File: src/rtl/lcd_hd44780_ctrl.sv
// ---------------------------------------------------------------------------
// lcd_hd44780_ctrl
//
// Drives an 8-bit HD44780-compatible character LCD from byte-wide write
// requests. After reset it waits out the LCD power-up time and issues the
// init sequence (function set, display on, clear, entry mode) on its own.
// Only then does it accept requests over a valid/ready handshake. Every
// byte goes through the same timed sequence: address/data setup, the EN
// pulse, hold, and then the execution wait.
//
// Ports
//   clk_i, rst_ni            clock, asynchronous active-low reset
//   req_valid_i/req_ready_o  request handshake; accepted on an edge with both high
//   req_rs_i                 0 = command byte, 1 = character byte
//   req_data_i[7:0]          command/character byte
//   lcd_on_i / lcd_on_o      backlight/power request, registered pass-through
//   init_done_o              init sequence finished (sticky until reset)
//   busy_o                   high whenever not idle-and-ready
//   lcd_data_o[7:0]          LCD DB[7:0]
//   lcd_rs_o                 LCD RS
//   lcd_rw_o                 LCD RW, tied to write
//   lcd_en_o                 LCD E strobe
// ---------------------------------------------------------------------------
module lcd_hd44780_ctrl #(
    parameter int unsigned T_PWRUP_CYC = 750000,
    parameter int unsigned T_SETUP_CYC = 2,
    parameter int unsigned T_EN_CYC    = 12,
    parameter int unsigned T_HOLD_CYC  = 2,
    parameter int unsigned T_EXEC_CYC  = 2000,
    parameter int unsigned T_LONG_CYC  = 82000
) (
    input  logic       clk_i,
    input  logic       rst_ni,
    input  logic       req_valid_i,
    output logic       req_ready_o,
    input  logic       req_rs_i,
    input  logic [7:0] req_data_i,
    input  logic       lcd_on_i,
    output logic       init_done_o,
    output logic       busy_o,
    output logic [7:0] lcd_data_o,
    output logic       lcd_rs_o,
    output logic       lcd_rw_o,
    output logic       lcd_en_o,
    output logic       lcd_on_o
);

    localparam int unsigned T_MAX = (T_PWRUP_CYC > T_LONG_CYC) ? T_PWRUP_CYC : T_LONG_CYC;
    localparam int unsigned CNT_W = (T_MAX > 1) ? $clog2(T_MAX + 1) : 1;

    // Reload values: a state lasting N cycles counts N-1 down to 0.
    localparam logic [CNT_W-1:0] CNT_PWRUP = CNT_W'(T_PWRUP_CYC - 1);
    localparam logic [CNT_W-1:0] CNT_SETUP = CNT_W'(T_SETUP_CYC - 1);
    localparam logic [CNT_W-1:0] CNT_EN    = CNT_W'(T_EN_CYC - 1);
    localparam logic [CNT_W-1:0] CNT_HOLD  = CNT_W'(T_HOLD_CYC - 1);
    localparam logic [CNT_W-1:0] CNT_EXEC  = CNT_W'(T_EXEC_CYC - 1);
    localparam logic [CNT_W-1:0] CNT_LONG  = CNT_W'(T_LONG_CYC - 1);
    localparam logic [CNT_W-1:0] CNT_ONE   = CNT_W'(1);

    typedef enum logic [2:0] {
        ST_PWRUP,
        ST_LOAD,
        ST_SETUP,
        ST_ENH,
        ST_HOLD,
        ST_WAIT,
        ST_IDLE
    } state_t;

    state_t           state_q, state_d;
    logic [CNT_W-1:0] cnt_q, cnt_d;
    logic [1:0]       idx_q, idx_d;
    logic             done_q, done_d;
    logic [7:0]       data_q, data_d;
    logic             rs_q, rs_d;
    logic             en_q, en_d;
    logic             ready_q, ready_d;
    logic             busy_q, busy_d;
    logic             on_q, on_d;

    // Clear (0x01) and return-home (0x02/0x03) need the long execution wait.
    // Character writes are never long.
    function automatic logic is_long(input logic rs, input logic [7:0] data);
        return !rs && (data[7:2] == 6'd0) && (data[1:0] != 2'd0);
    endfunction

    function automatic logic [7:0] init_byte(input logic [1:0] idx);
        logic [7:0] b;
        case (idx)
            2'd0:    b = 8'h38;  // function set: 8-bit, 2 lines, 5x8
            2'd1:    b = 8'h0C;  // display on, cursor off
            2'd2:    b = 8'h01;  // clear display
            default: b = 8'h06;  // entry mode: increment, no shift
        endcase
        return b;
    endfunction

    always_comb begin
        state_d = state_q;
        cnt_d   = cnt_q;
        idx_d   = idx_q;
        done_d  = done_q;
        data_d  = data_q;
        rs_d    = rs_q;
        on_d    = lcd_on_i;

        case (state_q)
            ST_PWRUP: begin
                if (cnt_q == '0) begin
                    state_d = ST_LOAD;
                    data_d  = init_byte(idx_q);
                    rs_d    = 1'b0;
                end else begin
                    cnt_d = cnt_q - CNT_ONE;
                end
            end
            ST_LOAD: begin
                state_d = ST_SETUP;
                cnt_d   = CNT_SETUP;
            end
            ST_SETUP: begin
                if (cnt_q == '0) begin
                    state_d = ST_ENH;
                    cnt_d   = CNT_EN;
                end else begin
                    cnt_d = cnt_q - CNT_ONE;
                end
            end
            ST_ENH: begin
                if (cnt_q == '0) begin
                    state_d = ST_HOLD;
                    cnt_d   = CNT_HOLD;
                end else begin
                    cnt_d = cnt_q - CNT_ONE;
                end
            end
            ST_HOLD: begin
                if (cnt_q == '0) begin
                    state_d = ST_WAIT;
                    cnt_d   = is_long(rs_q, data_q) ? CNT_LONG : CNT_EXEC;
                end else begin
                    cnt_d = cnt_q - CNT_ONE;
                end
            end
            ST_WAIT: begin
                if (cnt_q == '0) begin
                    if (done_q) begin
                        state_d = ST_IDLE;
                    end else if (idx_q == 2'd3) begin
                        done_d  = 1'b1;
                        state_d = ST_IDLE;
                    end else begin
                        idx_d   = idx_q + 2'd1;
                        state_d = ST_LOAD;
                        data_d  = init_byte(idx_q + 2'd1);
                        rs_d    = 1'b0;
                    end
                end else begin
                    cnt_d = cnt_q - CNT_ONE;
                end
            end
            ST_IDLE: begin
                // Latching on the accept edge puts the byte on the bus at once,
                // so SETUP timing starts on the very next cycle.
                if (req_valid_i) begin
                    data_d  = req_data_i;
                    rs_d    = req_rs_i;
                    state_d = ST_SETUP;
                    cnt_d   = CNT_SETUP;
                end
            end
            default: begin
                state_d = ST_PWRUP;
                cnt_d   = CNT_PWRUP;
            end
        endcase

        // Strobes are decoded from the next state so they are registered and
        // line up exactly with the state they belong to.
        en_d    = (state_d == ST_ENH);
        ready_d = (state_d == ST_IDLE);
        busy_d  = (state_d != ST_IDLE);
    end

    always_ff @(posedge clk_i or negedge rst_ni) begin
        if (!rst_ni) begin
            state_q <= ST_PWRUP;
            cnt_q   <= CNT_PWRUP;
            idx_q   <= 2'd0;
            done_q  <= 1'b0;
            data_q  <= 8'h00;
            rs_q    <= 1'b0;
            en_q    <= 1'b0;
            ready_q <= 1'b0;
            busy_q  <= 1'b1;
            on_q    <= 1'b0;
        end else begin
            state_q <= state_d;
            cnt_q   <= cnt_d;
            idx_q   <= idx_d;
            done_q  <= done_d;
            data_q  <= data_d;
            rs_q    <= rs_d;
            en_q    <= en_d;
            ready_q <= ready_d;
            busy_q  <= busy_d;
            on_q    <= on_d;
        end
    end

    assign req_ready_o = ready_q;
    assign init_done_o = done_q;
    assign busy_o      = busy_q;
    assign lcd_data_o  = data_q;
    assign lcd_rs_o    = rs_q;
    assign lcd_rw_o    = 1'b0;
    assign lcd_en_o    = en_q;
    assign lcd_on_o    = on_q;

endmodule
File: config.mk
export PLATFORM = sky130hd
export DESIGN_NAME = lcd_hd44780_ctrl
export DESIGN_NICKNAME = d
export VERILOG_FILES = /design/src/rtl/lcd_hd44780_ctrl.sv
export SDC_FILE = /design/constraint.sdc
export NUM_CORES = 1
export LEC_CHECK = 0
export CORE_ASPECT_RATIO = 1.2
export CORE_UTILIZATION = 28
export CTS_CLUSTER_SIZE = 28
export DETAILED_ROUTE_END_ITERATION = 10
export PLACE_DENSITY = 0.5
export SETUP_SLACK_MARGIN = 0.15
export SLEW_MARGIN = 5
export SYNTH_ARGS = -nofsm -noshare
export SYNTH_HDL_FRONTEND = slang
export SYNTH_SLANG_ARGS = --single-unit
File: constraint.sdc
create_clock -name clk_i -period 2.8 [get_ports clk_i]
set_input_delay 0.28 -clock clk_i [delete_from_list [all_inputs] [get_ports clk_i]]
set_output_delay 0.28 -clock clk_i [all_outputs]
set_load 0.01 [all_outputs]
**Run 1: sizing map**

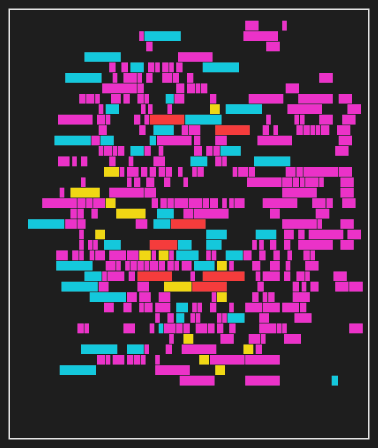
Cyan shows drive 2, cells 40, share 11%, most used dfstp_2. Yellow shows drive 3 to 4, cells 15, share 4.3%, most used buf_4. Magenta shows drive 1 or less, cells 288, share 82%, most used nand2_1. Red shows drive 6 and up, cells 7, share 2.0%, most used clkbuf_16.
number of buffers outside the clock class in the layout: 36
Area Overhead vs Synth: 19.7%
Final Instance Area: 3350 sq um
final worst-path setup slack: 0.401 ns

**Run 1: sequential cells coloured by netlist name**

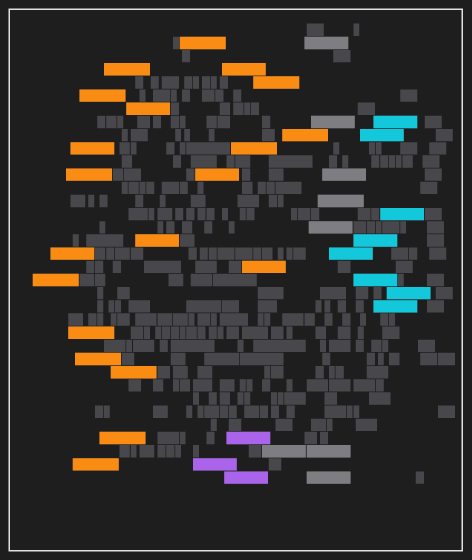
Cyan shows lcd_data_o, flops 8, where middle right. Purple shows state_q, flops 3. Orange shows cnt_q, flops 20.
Another 8 sequential cells are not coloured.
Seq group: 0.000565 W
fraction of area in registers: 29.6%

**Run 1: cell classes on the final placement**

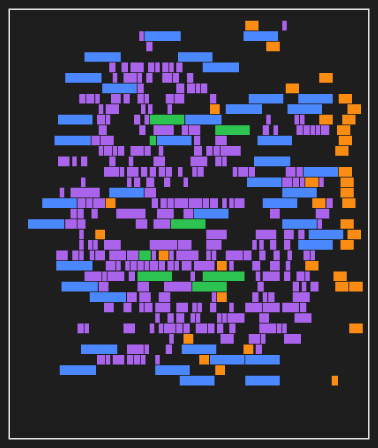
Blue shows flip-flops, cells 39, share of their area 31%. Purple shows all other logic, cells 267, share of their area 53%. Orange shows other buffers and delay cells, cells 36, share of their area 10%. Green shows clock drivers and dummy loads, cells 8, share of their area 5.3%.

**Run 1: cell area per tile**

The die is cut into 9 by 11 equal tiles; black is low, pale yellow is high, 0 to 100% covered.
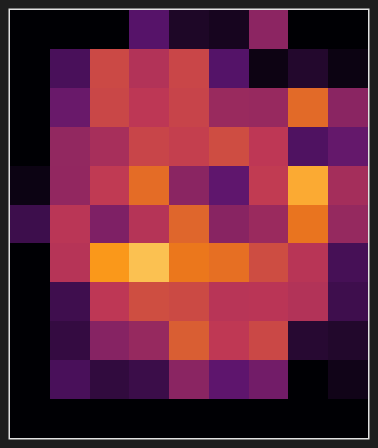
The mean over all tiles is 31%. 22% of the tiles are nearly empty. The emptiest ninth of the die: lower left. The densest ninth of the die: centre. The fullest tile reaches 86%. 3.0% of the tiles are over 75% full.

run 1: final timing paths:
check / start / end / depth (start not counted)
min: rst_ni / idx_q[1] / 1
min in group clk_i: lcd_on_i / lcd_on_o / 1
max reg2reg: cnt_q[0] / cnt_q[9] / 8
max in group asynchronous: rst_ni / lcd_data_o[0] / 1
max: cnt_q[0] / cnt_q[9] / 8
min reg2reg: cnt_q[12] / cnt_q[12] / 2
run 1: sequential cells by signal, indices dropped and copies added (netlist names):
name and count:
busy_o 1, cnt_q 20, idx_q 2, init_done_o 1, lcd_data_o 8, lcd_en_o 1, lcd_on_o 1, lcd_rs_o 1
req_ready_o 1, state_q 3
==> reports/qor.csv, run 1 <==
metric;value;unit
top routing layer used;met4;
worst-case register-to-register setup slack;0.40;ns
sequential cell fraction of total power;44.8;%
worst skew pair latency;0.29;ns
buffers and inverters on the worst path;1;
Antenna diodes;0;
cell-by-cell trace of the critical path;inv_1, ha_1, nor3b_2, nand4_4, nor2_8, a221o_2, a221oi_1, nand2_1;
most frequent logic cell in the layout;sky130_fd_sc_hd__nand2_1;
Max rail drop VDD;223;uV
slowest stage cell, crit path;sky130_fd_sc_hd__dfstp_2;
max-cap check violation count;0;
dominant synthesized flop cell;sky130_fd_sc_hd__dfrtp_1;
outcome;complete, no violations;
number of setup buffers added after CTS;0;
total area of sequential cells;993;sq um
post-route core utilization;34.9;%
Adders+Majority by Area;4.47;%
Power Dens Cells;376;nW/um^2
post-layout period usage;85.7;%
gr usage total;16.7;%
FP Rows;39;
count of clock buffers in the final design;5;
Synth Register Bits;39;
gate family responsible for the most delay along the worst path;AND-OR/OR-AND gates;
wl on met1;3590;um
via count of the first global-routing pass;2507;
cell taking the most area after synthesis;sky130_fd_sc_hd__dfrtp_1;
Internal;0.00100;W
Comb gates;251;
highest-count cells in the layout ignoring fill and taps;sky130_fd_sc_hd__nand2_1, sky130_fd_sc_hd__nor2_1, sky130_fd_sc_hd__dfrtp_1, sky130_fd_sc_hd__clkdlybuf4s50_1, sky130_fd_sc_hd__o21ai_0;
Clock Tree Root;sky130_fd_sc_hd__clkbuf_16;
leading power group;clock;
portion of total power attributed to the clock network;52.6;%
DRC violation count after routing;0;
Resized cells post-CTS;0;
Slew HR;37.3;%
Placeable Area;9610;sq um
Die Outline Area;10400;sq um
setup repair after global routing missed its margin;no;
critical path start-end classification;flop to flop;
met1 track utilization from global routing;21.6;%
CTS H-Tree Depth;2;
worst hold slack after final layout;0.120;ns
Async S/R FF share, synth;100;%
worst clock skew;0.00436;ns
number of warnings in the stage logs;34;
core utilization before placement;29.1;%
CTS max path bufs;2;
clock period minus final worst setup slack;2.40;ns
multi-input logic area;1640;sq um
quantity of I/O buffers inserted on ports;26;
initial DRC count;289;
number of warnings printed during yosys synthesis;0;
total vias in the final route;2635;
sum of net half-perimeters after detailed placement;6080;um
area fraction of the dominant cell type after synthesis;22.4;%
GR Overflow Total;0;
clock distribution power;0.000663;W
count of pins on the block boundary;28;
launching element type of the critical path;flop;
largest driver fanout on the critical path;17;
worst slew pin tran;0.940;ns
area of placed instances;3180;sq um
switching share of total power;20.6;%
routed wire length per instance;17.5;um
clock-cell share of area;5.04;%
fraction of layout cells with a size suffix above 1;17.7;%
count of inverters other than clock inverters in the layout;16;
cells in synth_stat.txt;323;
# Taps;123;
cell count after synthesis;323;
first-pass GRT wire length;13500;um
and+or+nand+nor area frac;23.5;%
horizontal die size;93.3;um
endpoints failing setup;0;
filler cell count in the final layout;974;
Die Height;112;um
final WL;8270;um
average cell area after synthesis;8.67;sq um
CP endpoint kind;flop;
highest-utilization routing layer at the global route stage;met2;
DP Worst Slack;0.403;ns
Total Power Consumption;0.00126;W
highest achievable clock rate;417;MHz
met3 capacity usage during global routing;3.48;%
Cell Count, Final, Fillers Out;473;
count of hold-fix buffers inserted at cts;0;
net switching power;0.000260;W
share of the yosys chip area belonging to registers;35.5;%
most common cell in the synthesized netlist;sky130_fd_sc_hd__nand2_1;
initial antenna violation count;0;
number of nets with antenna violations after routing;0;
fraction of cell area in non-clock buffers;9.86;%
maximum number of pins on one net before global-route repair;40;
WP data arrival;2.57;ns
xor/xnor share of the synthesized area;0.939;%
iteration tally of the first detailed-router pass;5;
unique cell type count in the Yosys netlist;70;
share of cell area taken by multi-input logic gates;49.1;%
Largest logic family;AND-OR/OR-AND gates;
Global Route met2 Usage;27.2;%
Max Transition Viols Final;0;
area fraction in mux cells;0;%
cell types with the largest area share after synthesis;sky130_fd_sc_hd__dfrtp_1, sky130_fd_sc_hd__dfstp_2, sky130_fd_sc_hd__nand2_1;
Netlist Area Pre-Place;2800;sq um
combinational cell fraction of total power;2.6;%
share of synthesized cell area in and-or and or-and compound cells;29.7;%
number of clock buffers inserted by TritonCTS;5;
number of synthesized flops with an enable pin;0;
routability congestion estimate;0.854;
Cell Count Post-Placement;465;
Chip Area, Yosys;2800;sq um
hold violation count in the final report;0;
number of flip-flops and latches;39;
amount of wire on met2 after detailed routing;3910;um
number of clock sinks;39;
min-delay worst type;input pin to async pin;
TritonCTS clock tree;built;
leak pwr;1.35;nW
clock-pin transition on the worst setup and hold timing paths;0.06;ns
top cells by count, synth;sky130_fd_sc_hd__nand2_1, sky130_fd_sc_hd__dfrtp_1, sky130_fd_sc_hd__nor2_1, sky130_fd_sc_hd__o21ai_0, sky130_fd_sc_hd__a21oi_1;
largest cell class by area;combinational gates;
routed length on met3;564;um
Req. time, crit path;2.97;ns
routed vias/inst;5.57;
highest cell delay on the worst timing path;0.60;ns
net count entering floorplan;346;
number of nets in the finished design;372;
combinational gate power;0.0000325;W
Final TNS setup;0;ns
==> run 1 -> run 2 <==
- CELL_PAD_IN_SITES_DETAIL_PLACEMENT: not set -> 0
- CELL_PAD_IN_SITES_GLOBAL_PLACEMENT: not set -> 1
- DONT_BUFFER_PORTS: not set -> 1
- PLACE_DENSITY: 0.5 -> 0.56
**Run 2: cell classes on the final placement**

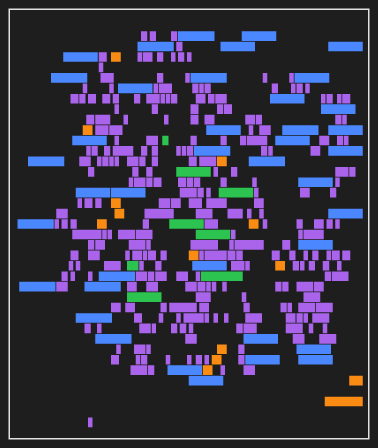
Blue shows flip-flops, cells 39, share of their area 33%. Purple shows all other logic, cells 267, share of their area 57%. Green shows clock drivers and dummy loads, cells 8, share of their area 5.6%. Orange shows other buffers and delay cells, cells 14, share of their area 4.2%.
FP Rows: 39
Final Instance Area: 3160 sq um

==> reports/qor.csv, run 2 <==
metric;value;unit;change
clock period minus final worst setup slack;2.40;ns;+0.00458 ns
Internal;0.000991;W;-0.96%
clock distribution power;0.000682;W;+3%
Max rail drop VDD;254;uV;+14%
critical path startpoint;cnt_q[0];;
top cells by count, synth;sky130_fd_sc_hd__nand2_1, sky130_fd_sc_hd__dfrtp_1, sky130_fd_sc_hd__nor2_1, sky130_fd_sc_hd__o21ai_0, sky130_fd_sc_hd__a21oi_1;;
beginning of the worst register-to-register path;cnt_q[0];;
core utilization before placement;29.1;%;unchanged
number of warnings in the stage logs;34;;unchanged
worst slew pin tran;0.530;ns;-0.410 ns
routability congestion estimate;0.779;;-8.7%
CP endpoint kind;flop;;
flip-flop count of the largest register after layout;20;;unchanged
sum of net half-perimeters after detailed placement;6310;um;+3.8%
fraction of cell area in non-clock buffers;4.04;%;-5.8 points
worst skew pair latency;0.29;ns;about the same
Adders+Majority by Area;4.47;%;unchanged
Max Transition Viols Final;0;;unchanged
count of pins on the block boundary;28;;unchanged
Comb gates;251;;unchanged
clock-cell share of area;5.35;%;+0.31 points
count of inverters other than clock inverters in the layout;16;;unchanged
CTS max path bufs;2;;unchanged
Synth Register Bits;39;;unchanged
critical path start-end classification;flop to flop;;
TritonCTS clock tree;built;;
Netlist Area Pre-Place;2800;sq um;unchanged
launching element type of the critical path;flop;;
initial antenna violation count;0;;unchanged
total area of sequential cells;993;sq um;unchanged
max-cap check violation count;0;;unchanged
iteration tally of the first detailed-router pass;4;;-1
endpoints failing setup;0;;unchanged
CTS H-Tree Depth;2;;unchanged
combinational cell fraction of total power;1.4;%;-1.2 points
Global Route met2 Usage;30.3;%;+3.2 points
endpoint of the most critical register-to-register path;cnt_q[9];;
DRC violation count after routing;0;;unchanged
Req. time, crit path;2.97;ns;about the same
fraction of area in registers;31.5;%;+1.8 points
largest cell class by area;combinational gates;;
crit path capture;cnt_q[9];;
leading power group;clock;;
net count entering floorplan;346;;unchanged
share of cell area taken by multi-input logic gates;52.4;%;+3.3 points
multi-input logic area;1650;sq um;+0.53%
number of nets with antenna violations after routing;0;;unchanged
min-delay worst type;input pin to flop;;
wl on met1;3710;um;+3.2%
total vias in the final route;2516;;-4.5%
fraction of layout cells with a size suffix above 1;19.5;%;+1.8 points
top routing layer used;met4;;
area fraction in mux cells;0;%;unchanged
number of clock sinks;39;;unchanged
unique cell type count in the Yosys netlist;70;;unchanged
GR Overflow Total;0;;unchanged
final WL;8820;um;+6.7%
Antenna diodes;0;;unchanged
Area Overhead vs Synth;12.8;%;
cells in synth_stat.txt;323;;unchanged
number of nets in the finished design;350;;-5.9%
most frequent logic cell in the layout;sky130_fd_sc_hd__nand2_1;;
number of flip-flops and latches;39;;unchanged
combinational gate power;0.0000184;W;-43%
cell count after synthesis;323;;unchanged
Worst Hold Depth;0;;
quantity of I/O buffers inserted on ports;0;;-100%
leak pwr;1.28;nW;-5.1%
Chip Area, Yosys;2800;sq um;unchanged
gate family responsible for the most delay along the worst path;AND-OR/OR-AND gates;;
share of the yosys chip area belonging to registers;35.5;%;unchanged
hold path startpoint;lcd_on_i;;
Stages on worst setup path;8;;unchanged
outcome;complete, no violations;;
count of clock buffers in the final design;5;;unchanged
number of buffers outside the clock class in the layout;14;;-61%
cell taking the most area after synthesis;sky130_fd_sc_hd__dfrtp_1;;
net switching power;0.000275;W;+5.7%
Async S/R FF share, synth;100;%;unchanged
Largest logic family;AND-OR/OR-AND gates;;
Clock Tree Root;sky130_fd_sc_hd__clkbuf_16;;
worst clock skew;0.00655;ns;+0.00218 ns
amount of wire on met2 after detailed routing;4380;um;+12%
highest cell delay on the worst timing path;0.60;ns;about the same
number of warnings printed during yosys synthesis;0;;unchanged
horizontal die size;93.3;um;unchanged
slowest stage cell, crit path;sky130_fd_sc_hd__dfstp_2;;
most common cell in the synthesized netlist;sky130_fd_sc_hd__nand2_1;;
switching share of total power;21.7;%;+1.1 points
routed vias/inst;5.58;;+0.14%
routed length on met3;562;um;-0.35%
xor/xnor share of the synthesized area;0.939;%;unchanged
and+or+nand+nor area frac;23.5;%;unchanged
**Run 2: routing congestion**

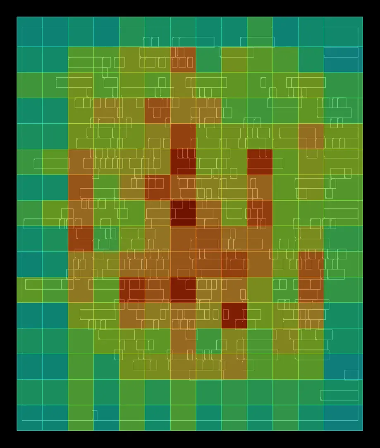
met1 track utilization from global routing: 23.0%
highest-utilization routing layer at the global route stage: met2
gr usage total: 17.9%
met3 capacity usage during global routing: 3.07%
routed wire length per instance: 19.6 um

-- run 2: cell counts after synthesis --
Identical to the previous run, type by type.
-- run 2: through the flow --
stage	std cells	instance area, sq um	utilization, %	setup slack (ns)	hold slack [ns]
CTS	451	3150	32.7	0.386	0.0124
floorplan	323	2800	-	0.695	-0.0156
global route	451	3160	32.8	0.279	0.000703
global placement	441	2940	30.6	0.414	-0.0137
detailed placement	441	2940	30.6	0.377	-0.0137
finish	451	3160	32.8	0.396	0.0147
-- run 2: timing repair --
action	CTS	global route
setup endpoints to repair	0	1
gates resized	0	1
hold buffers	2	0
endpoints found under the hold margin	39	0
setup buffers	0	0
==> run 2 -> run 3 <==
- CTS_BUF_LIST: not set -> sky130_fd_sc_hd__clkbuf_8
- MAX_ROUTING_LAYER: not set -> met4
**Run 3: cell classes on the final placement**

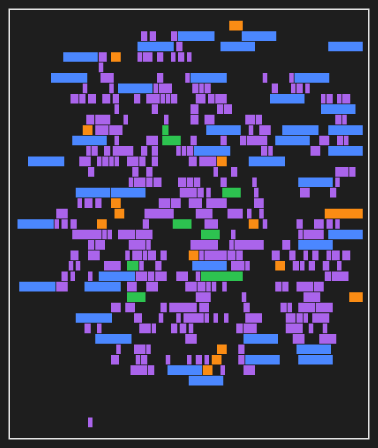
Green shows clock drivers and dummy loads, cells 8, share of their area 3.8%. Orange shows other buffers and delay cells, cells 15, share of their area 4.7%. Purple shows all other logic, cells 267, share of their area 58%. Blue shows flip-flops, cells 39, share of their area 34%.

==> reports/qor.csv, run 3 <==
metric;value;unit;change
count of inverters other than clock inverters in the layout;16;;unchanged
quantity of I/O buffers inserted on ports;0;;unchanged
horizontal die size;93.3;um;unchanged
Netlist Area Pre-Place;2800;sq um;unchanged
launching element type of the critical path;flop;;
share of cell area taken by multi-input logic gates;53.1;%;+0.78 points
and+or+nand+nor area frac;23.5;%;unchanged
cells in synth_stat.txt;323;;unchanged
Async S/R FF share, synth;100;%;unchanged
Req. time, crit path;2.99;ns;+0.02 ns
fraction of area in registers;31.9;%;+0.47 points
critical path startpoint;cnt_q[0];;
number of warnings printed during yosys synthesis;0;;unchanged
Synth Register Bits;39;;unchanged
clock-cell share of area;3.62;%;-1.7 points
Internal;0.000837;W;-16%
worst skew pair latency;0.31;ns;+0.02 ns
DP Worst Slack;0.377;ns;unchanged
leak pwr;1.26;nW;-1.7%
multi-input logic area;1650;sq um;unchanged
share of the yosys chip area belonging to registers;35.5;%;unchanged
initial antenna violation count;0;;unchanged
min-delay worst type;input pin to flop;;
Largest logic family;AND-OR/OR-AND gates;;
Global Route met2 Usage;30.0;%;-0.29 points
number of clock sinks;39;;unchanged
wl on met1;3830;um;+3.2%
most common cell in the synthesized netlist;sky130_fd_sc_hd__nand2_1;;
combinational gate power;0.0000196;W;+7%
endpoints failing setup;0;;unchanged
area fraction in mux cells;0;%;unchanged
Antenna diodes;0;;unchanged
final worst-path setup slack;0.384;ns;-0.0124 ns
TritonCTS clock tree;built;;
core utilization before placement;29.1;%;unchanged
count of clock buffers in the final design;5;;unchanged
gate family responsible for the most delay along the worst path;AND-OR/OR-AND gates;;
total area of sequential cells;993;sq um;unchanged
Worst Hold Depth;2;;+2
sum of net half-perimeters after detailed placement;6310;um;unchanged
clock period minus final worst setup slack;2.42;ns;+0.0124 ns
routed vias/inst;5.59;;+0.14%
area of placed instances;2940;sq um;unchanged
most frequent logic cell in the layout;sky130_fd_sc_hd__nand2_1;;
Cell Count Post-Placement;441;;unchanged
CP endpoint kind;flop;;
cell taking the most area after synthesis;sky130_fd_sc_hd__dfrtp_1;;
number of flip-flops and latches;39;;unchanged
cell types with the largest area share after synthesis;sky130_fd_sc_hd__dfrtp_1, sky130_fd_sc_hd__dfstp_2, sky130_fd_sc_hd__nand2_1;;
switching share of total power;23.7;%;+2.0 points
worst hold slack after final layout;0.0817;ns;+0.0670 ns
count of pins on the block boundary;28;;unchanged
final WL;8780;um;-0.45%
DRC violation count after routing;0;;unchanged
total vias in the final route;2525;;+0.36%
outcome;complete, no violations;;
net count entering floorplan;346;;unchanged
flip-flop count of the largest register after layout;20;;unchanged
worst clock skew;0.0140;ns;+0.00748 ns
post-layout period usage;86.3;%;
top cells by count, synth;sky130_fd_sc_hd__nand2_1, sky130_fd_sc_hd__dfrtp_1, sky130_fd_sc_hd__nor2_1, sky130_fd_sc_hd__o21ai_0, sky130_fd_sc_hd__a21oi_1;;
Max Transition Viols Final;0;;unchanged
CTS H-Tree Depth;2;;unchanged
Stages on worst setup path;8;;unchanged
number of nets in the finished design;351;;+0.29%
gr usage total;18.6;%;+0.74 points
critical path start-end classification;flop to flop;;
max-cap check violation count;0;;unchanged
combinational cell fraction of total power;1.8;%;+0.4 points
Area Overhead vs Synth;11.1;%;
CTS max path bufs;2;;unchanged
number of nets with antenna violations after routing;0;;unchanged
routed length on met3;428;um;-24%
highest cell delay on the worst timing path;0.61;ns;about the same
leading power group;sequential cells;;
clock distribution power;0.000512;W;-25%
post-route core utilization;32.4;%;-0.48 points
unique cell type count in the Yosys netlist;70;;unchanged
routability congestion estimate;0.790;;+1.4%
Max rail drop VDD;169;uV;-34%
amount of wire on met2 after detailed routing;4330;um;-1.1%
slowest stage cell, crit path;sky130_fd_sc_hd__dfstp_2;;
routed wire length per instance;19.4;um;-0.67%
worst slew pin tran;0.530;ns;-0.000276 ns
FP Rows;39;;unchanged
Clock Tree Root;sky130_fd_sc_hd__clkbuf_8;;
Adders+Majority by Area;4.47;%;unchanged
net switching power;0.000260;W;-5.4%
fraction of cell area in non-clock buffers;4.42;%;+0.38 points
xor/xnor share of the synthesized area;0.939;%;unchanged
met3 capacity usage during global routing;3.14;%;+0.068 points
top routing layer used;met4;;
largest cell class by area;combinational gates;;
iteration tally of the first detailed-router pass;4;;unchanged
Die Height;112;um;
fraction of layout cells with a size suffix above 1;19.5;%;-0.059 points
highest-utilization routing layer at the global route stage;met2;;
met1 track utilization from global routing;23.2;%;+0.25 points
GR Overflow Total;0;;unchanged
Chip Area, Yosys;2800;sq um;unchanged
crit path capture;cnt_q[9];;
cell count after synthesis;323;;unchanged
beginning of the worst register-to-register path;cnt_q[0];;
Final Instance Area;3110;sq um;-1.5%
**Run 3: sequential cells coloured by netlist name**

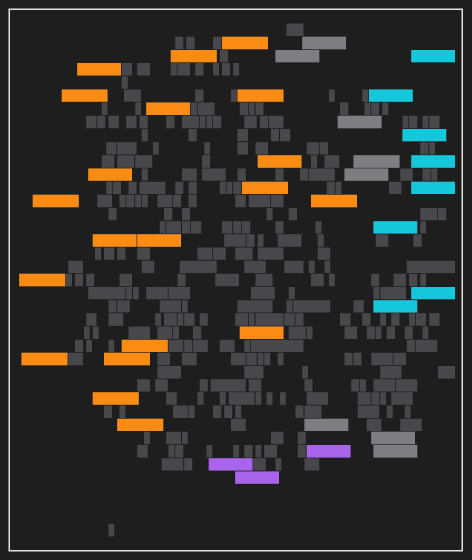
Cyan shows lcd_data_o, flops 8. Purple shows state_q, flops 3. Orange shows cnt_q, flops 20.

==> run 3: cell types whose count changed in the layout (fill, tap and decap cells not counted) <==
cell	before	now
sky130_fd_sc_hd__dlygate4sd3_1	1	2
sky130_fd_sc_hd__clkbuf_8	0	5
sky130_fd_sc_hd__clkbuf_16	5	0
==> run 3: cells by family (layout without fill, tap and decap cells) <==
logic type | count (synthesis) | in the layout
simple gates | 122 | 122
compound gates | 115 | 115
flops | 39 | 39
buf+inv | 33 | 39
fa+ha+maj | 10 | 10
xor+xnor | 3 | 3
other cells | 1 | 1
==> run 3: repair_timing <==
item	4_1_cts	5_1_grt
hold buffers	3	0
resized	0	1
setup buffers	0	0
endpoints found under the setup margin	0	1
endpoints found under the hold margin	40	0
Power is estimated from default activity; no workload was simulated.
